## src/rtl/data_array_port_a_arbiter_pkg.sv

```systemverilog
// Shared types and default widths for the SIMD data array port A arbiter.
package data_array_pkg;

  localparam int unsigned DATA_WIDTH_DEF   = 256;
  localparam int unsigned INDEX_WIDTH_DEF  = 9;
  localparam int unsigned WORD_BITS_DEF    = 3;
  localparam int unsigned STARVE_LIMIT_DEF = 4;
  localparam int unsigned STARVE_W         = 4;

  typedef enum logic {
    IDLE  = 1'b0,
    CLEAR = 1'b1
  } state_e;

  typedef enum logic [1:0] {
    REQ_NONE = 2'd0,
    REQ_RF   = 2'd1,
    REQ_ST   = 2'd2,
    REQ_LD   = 2'd3
  } req_e;

endpackage

```

## src/rtl/data_array_port_a_arbiter_rr_arb2.sv

```systemverilog
// Two-way round-robin between store and load; the pointer flips to the other side after a grant.
module rr_arb2 (
  input  logic clk,
  input  logic rst_n,
  input  logic en_i,
  input  logic req_st_i,
  input  logic req_ld_i,
  output logic gnt_st_c_o,
  output logic gnt_ld_c_o
);

  // 0 = store favoured, 1 = load favoured
  logic ptr_ld_q, ptr_ld_d;

  always_comb begin
    gnt_st_c_o = 1'b0;
    gnt_ld_c_o = 1'b0;
    ptr_ld_d   = ptr_ld_q;
    if (en_i) begin
      if (req_st_i && (!ptr_ld_q || !req_ld_i)) begin
        gnt_st_c_o = 1'b1;
      end else if (req_ld_i) begin
        gnt_ld_c_o = 1'b1;
      end
    end
    if (gnt_st_c_o) begin
      ptr_ld_d = 1'b1;
    end else if (gnt_ld_c_o) begin
      ptr_ld_d = 1'b0;
    end
  end

  always_ff @(posedge clk or negedge rst_n) begin
    if (!rst_n) begin
      ptr_ld_q <= 1'b0;
    end else begin
      ptr_ld_q <= ptr_ld_d;
    end
  end

endmodule

```

## src/rtl/data_array_port_a_arbiter.sv

```systemverilog
// Port A owner of the SIMD data array: arbitrates refill/store/load and sequences
// a full-array zero clear after a flush.
module data_array_port_a_arbiter
  import data_array_pkg::*;
#(
  parameter int unsigned DATA_WIDTH   = DATA_WIDTH_DEF,
  parameter int unsigned INDEX_WIDTH  = INDEX_WIDTH_DEF,
  parameter int unsigned WORD_BITS    = WORD_BITS_DEF,
  parameter int unsigned STARVE_LIMIT = STARVE_LIMIT_DEF
) (
  input  logic                        clk,
  input  logic                        rst_n,
  input  logic                        rf_valid,
  output logic                        rf_ready,
  input  logic [INDEX_WIDTH-1:0]      rf_index,
  input  logic [DATA_WIDTH-1:0]       rf_data,
  input  logic                        st_valid,
  output logic                        st_ready,
  input  logic [INDEX_WIDTH-1:0]      st_index,
  input  logic [DATA_WIDTH-1:0]       st_data,
  input  logic [(1<<WORD_BITS)-1:0]   st_mask,
  input  logic                        ld_valid,
  output logic                        ld_ready,
  input  logic [INDEX_WIDTH-1:0]      ld_index,
  output logic                        ld_rsp_valid,
  output logic [DATA_WIDTH-1:0]       ld_rsp_data,
  input  logic                        clr_start,
  output logic                        clr_busy,
  output logic                        clr_done,
  output logic [INDEX_WIDTH-1:0]      arr_addr_a,
  output logic [DATA_WIDTH-1:0]       arr_data_a,
  output logic                        arr_we_a,
  output logic [(1<<WORD_BITS)-1:0]   arr_valid_word_a,
  input  logic [DATA_WIDTH-1:0]       arr_q_a
);

  localparam logic [INDEX_WIDTH-1:0] LAST_IDX = '1;
  localparam logic [STARVE_W-1:0]    LIMIT    = STARVE_W'(STARVE_LIMIT);

  state_e                  state_q, state_d;
  logic [STARVE_W-1:0]     starve_q, starve_d;
  logic [INDEX_WIDTH-1:0]  clr_idx_q, clr_idx_d;
  logic [INDEX_WIDTH-1:0]  addr_q, addr_d;
  logic [DATA_WIDTH-1:0]   data_q, data_d;
  logic                    rsp_q, rsp_d;
  logic                    done_q, done_d;

  req_e grant;
  logic waiting, starve_block, rf_win, rr_en, gnt_st, gnt_ld;

  // Refill wins unless store/load have waited out the starvation budget
  assign waiting      = st_valid | ld_valid;
  assign starve_block = (starve_q == LIMIT) && waiting;
  assign rf_win       = rf_valid && !starve_block;
  assign rr_en        = (state_q == IDLE) && !rf_win;

  rr_arb2 u_rr_arb2 (
    .clk        (clk),
    .rst_n      (rst_n),
    .en_i       (rr_en),
    .req_st_i   (st_valid),
    .req_ld_i   (ld_valid),
    .gnt_st_c_o (gnt_st),
    .gnt_ld_c_o (gnt_ld)
  );

  always_comb begin
    grant = REQ_NONE;
    if (state_q == IDLE) begin
      if (rf_win) begin
        grant = REQ_RF;
      end else if (gnt_st) begin
        grant = REQ_ST;
      end else if (gnt_ld) begin
        grant = REQ_LD;
      end
    end
  end

  always_comb begin
    state_d          = state_q;
    starve_d         = starve_q;
    clr_idx_d        = clr_idx_q;
    addr_d           = addr_q;
    data_d           = data_q;
    done_d           = 1'b0;
    rsp_d            = (grant == REQ_LD);
    rf_ready         = (grant == REQ_RF);
    st_ready         = (grant == REQ_ST);
    ld_ready         = (grant == REQ_LD);
    arr_we_a         = 1'b0;
    arr_valid_word_a = '0;

    case (grant)
      REQ_RF: begin
        addr_d           = rf_index;
        data_d           = rf_data;
        arr_we_a         = 1'b1;
        arr_valid_word_a = '1;
      end
      REQ_ST: begin
        addr_d           = st_index;
        data_d           = st_data;
        arr_we_a         = |st_mask;
        arr_valid_word_a = st_mask;
      end
      REQ_LD: begin
        addr_d = ld_index;
      end
      default: ;
    endcase

    if ((grant == REQ_RF) && waiting) begin
      starve_d = (starve_q == LIMIT) ? starve_q : starve_q + STARVE_W'(1);
    end else if ((grant == REQ_ST) || (grant == REQ_LD) || !waiting) begin
      starve_d = '0;
    end

    case (state_q)
      IDLE: begin
        if (clr_start) begin
          state_d = CLEAR;
        end
      end
      CLEAR: begin
        addr_d           = clr_idx_q;
        data_d           = '0;
        arr_we_a         = 1'b1;
        arr_valid_word_a = '1;
        clr_idx_d        = clr_idx_q + INDEX_WIDTH'(1);
        if (clr_idx_q == LAST_IDX) begin
          state_d = IDLE;
          done_d  = 1'b1;
        end
      end
      default: state_d = IDLE;
    endcase
  end

  // Address/data follow the live grant and otherwise hold the last driven value
  assign arr_addr_a   = addr_d;
  assign arr_data_a   = data_d;
  assign clr_busy     = (state_q == CLEAR);
  assign clr_done     = done_q;
  assign ld_rsp_valid = rsp_q;
  assign ld_rsp_data  = rsp_q ? arr_q_a : '0;

  always_ff @(posedge clk or negedge rst_n) begin
    if (!rst_n) begin
      state_q   <= IDLE;
      starve_q  <= '0;
      clr_idx_q <= '0;
      addr_q    <= '0;
      data_q    <= '0;
      rsp_q     <= 1'b0;
      done_q    <= 1'b0;
    end else begin
      state_q   <= state_d;
      starve_q  <= starve_d;
      clr_idx_q <= clr_idx_d;
      addr_q    <= addr_d;
      data_q    <= data_d;
      rsp_q     <= rsp_d;
      done_q    <= done_d;
    end
  end

endmodule

```

## config.mk

```make
export PLATFORM = sky130hd
export DESIGN_NAME = data_array_port_a_arbiter
export DESIGN_NICKNAME = d
export VERILOG_FILES = /design/src/rtl/data_array_port_a_arbiter_pkg.sv /design/src/rtl/data_array_port_a_arbiter_rr_arb2.sv /design/src/rtl/data_array_port_a_arbiter.sv
export SDC_FILE = /design/constraint.sdc
export NUM_CORES = 1
export LEC_CHECK = 0
export ABC_CLOCK_PERIOD_IN_PS = 4450
export CORE_AREA = 8 8 513 515
export CTS_CLUSTER_DIAMETER = 50
export DETAILED_ROUTE_END_ITERATION = 10
export DIE_AREA = 0 0 521 523
export PLACE_DENSITY_LB_ADDON = 0.1
export SYNTH_ARGS = -nofsm -noshare
export SYNTH_HDL_FRONTEND = slang
export SYNTH_SLANG_ARGS = --single-unit
```

## constraint.sdc

```tcl
create_clock -name clk -period 4.45 [get_ports clk]
set_clock_uncertainty 0.15 [all_clocks]
set_input_delay 0.445 -clock clk [delete_from_list [all_inputs] [get_ports clk]]
set_output_delay 0.445 -clock clk [all_outputs]
set_load 0.05 [all_outputs]
```

Figure 1. Congestion heat map.
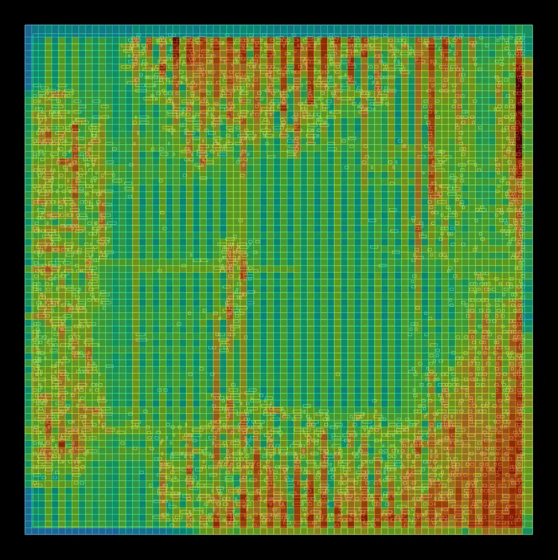
routed length per placed instance: 27.2 um
GR peak layer: met2
met2 GRT Util: 24.6%

Figure 2. Where the registers sit.
Drawn at 1 px/um.
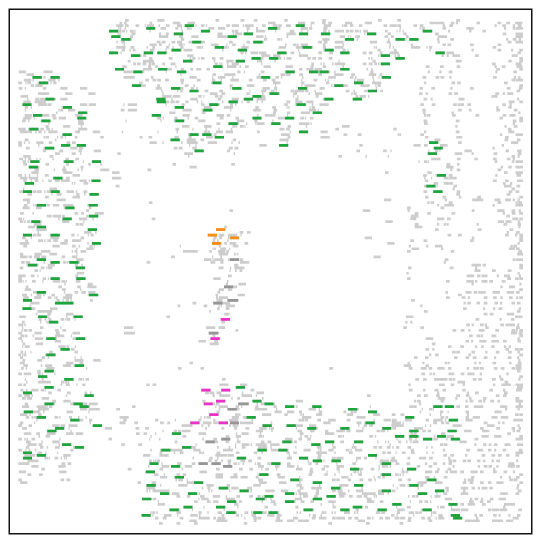
[clr_idx_q] magenta | sequential cells: 9 | where: bottom center
[starve_q] orange | sequential cells: 4 | where: center
[data_q] green | sequential cells: 256 | where: widely spread
not colored: 13

Figure 3. Cell classes on the final placement.
Drawn at 1 px/um.
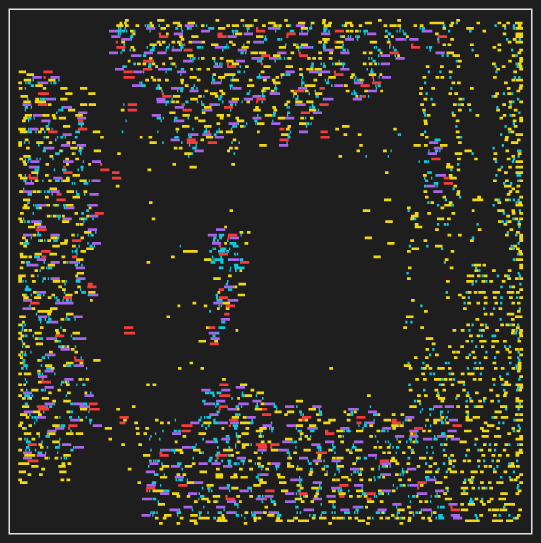
[combinational and other logic] cyan | cells: 1410
[sequential cells] purple | cells: 282
[remaining buffers and delay cells] yellow | cells: 1440
[clock drivers and dummy loads] red | cells: 165

Figure 4. Signal wires on met1.
Drawn at 1 px/um.
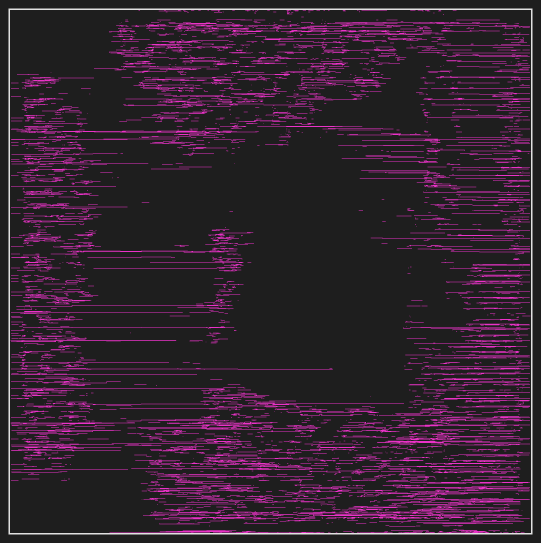
nets with wire on the layer: 3602
main direction: horizontal
wire length on this layer: 57.5 mm

==> results.py <==
# Metrics from the implementation run
metrics = {
    "status": {
        "outcome": "finished, final reports clean",
    },
    "floorplan": {
        "io_pins": 1345,
    },
    "logic_synthesis": {
        "syn_area_um2": 15400,
        "ys.flop_type": "dfrtp_1",
        "ys_sh_mux_pct": 0.603,
        "synthDominantCellAreaShare_pct": 45.9,
        "yosysUniqueCellTypes": 41,
    },
    "power_and_ir_drop": {
        "leakage_nw": 14.6,
        "seq-power_mw": 2.70,
    },
    "routing": {
        "wl_met3_mm": 20.9,
    },
    "clock_tree": {
        "post_cts_buffers": 0,
        "cts-root-buf": "clkbuf_16",
        "ctsHoldBuffers": 1,
    },
    "cells_and_area": {
        "flops": 282,
        "nClkBuffers": 132,
        "regMostFlops": "data_q",
    },
    "setup_path": {
        "crit_end": "arr_data_a[146]",
        "worstPathArrival_ns": 3.49,
        "ff2ff_setup_slack_ns": 1.55,
        "path_delay_family": "AND-OR/OR-AND gates",
    },
    "timing": {
        "tns_ns": 0,
    },
    "grt": {
        "grt_max_degree": 105,
    },
    "min_path": {
        "hp-class": "in -> async",
    },
    "placement": {
        "gp_congestion": 0.861,
    },
}
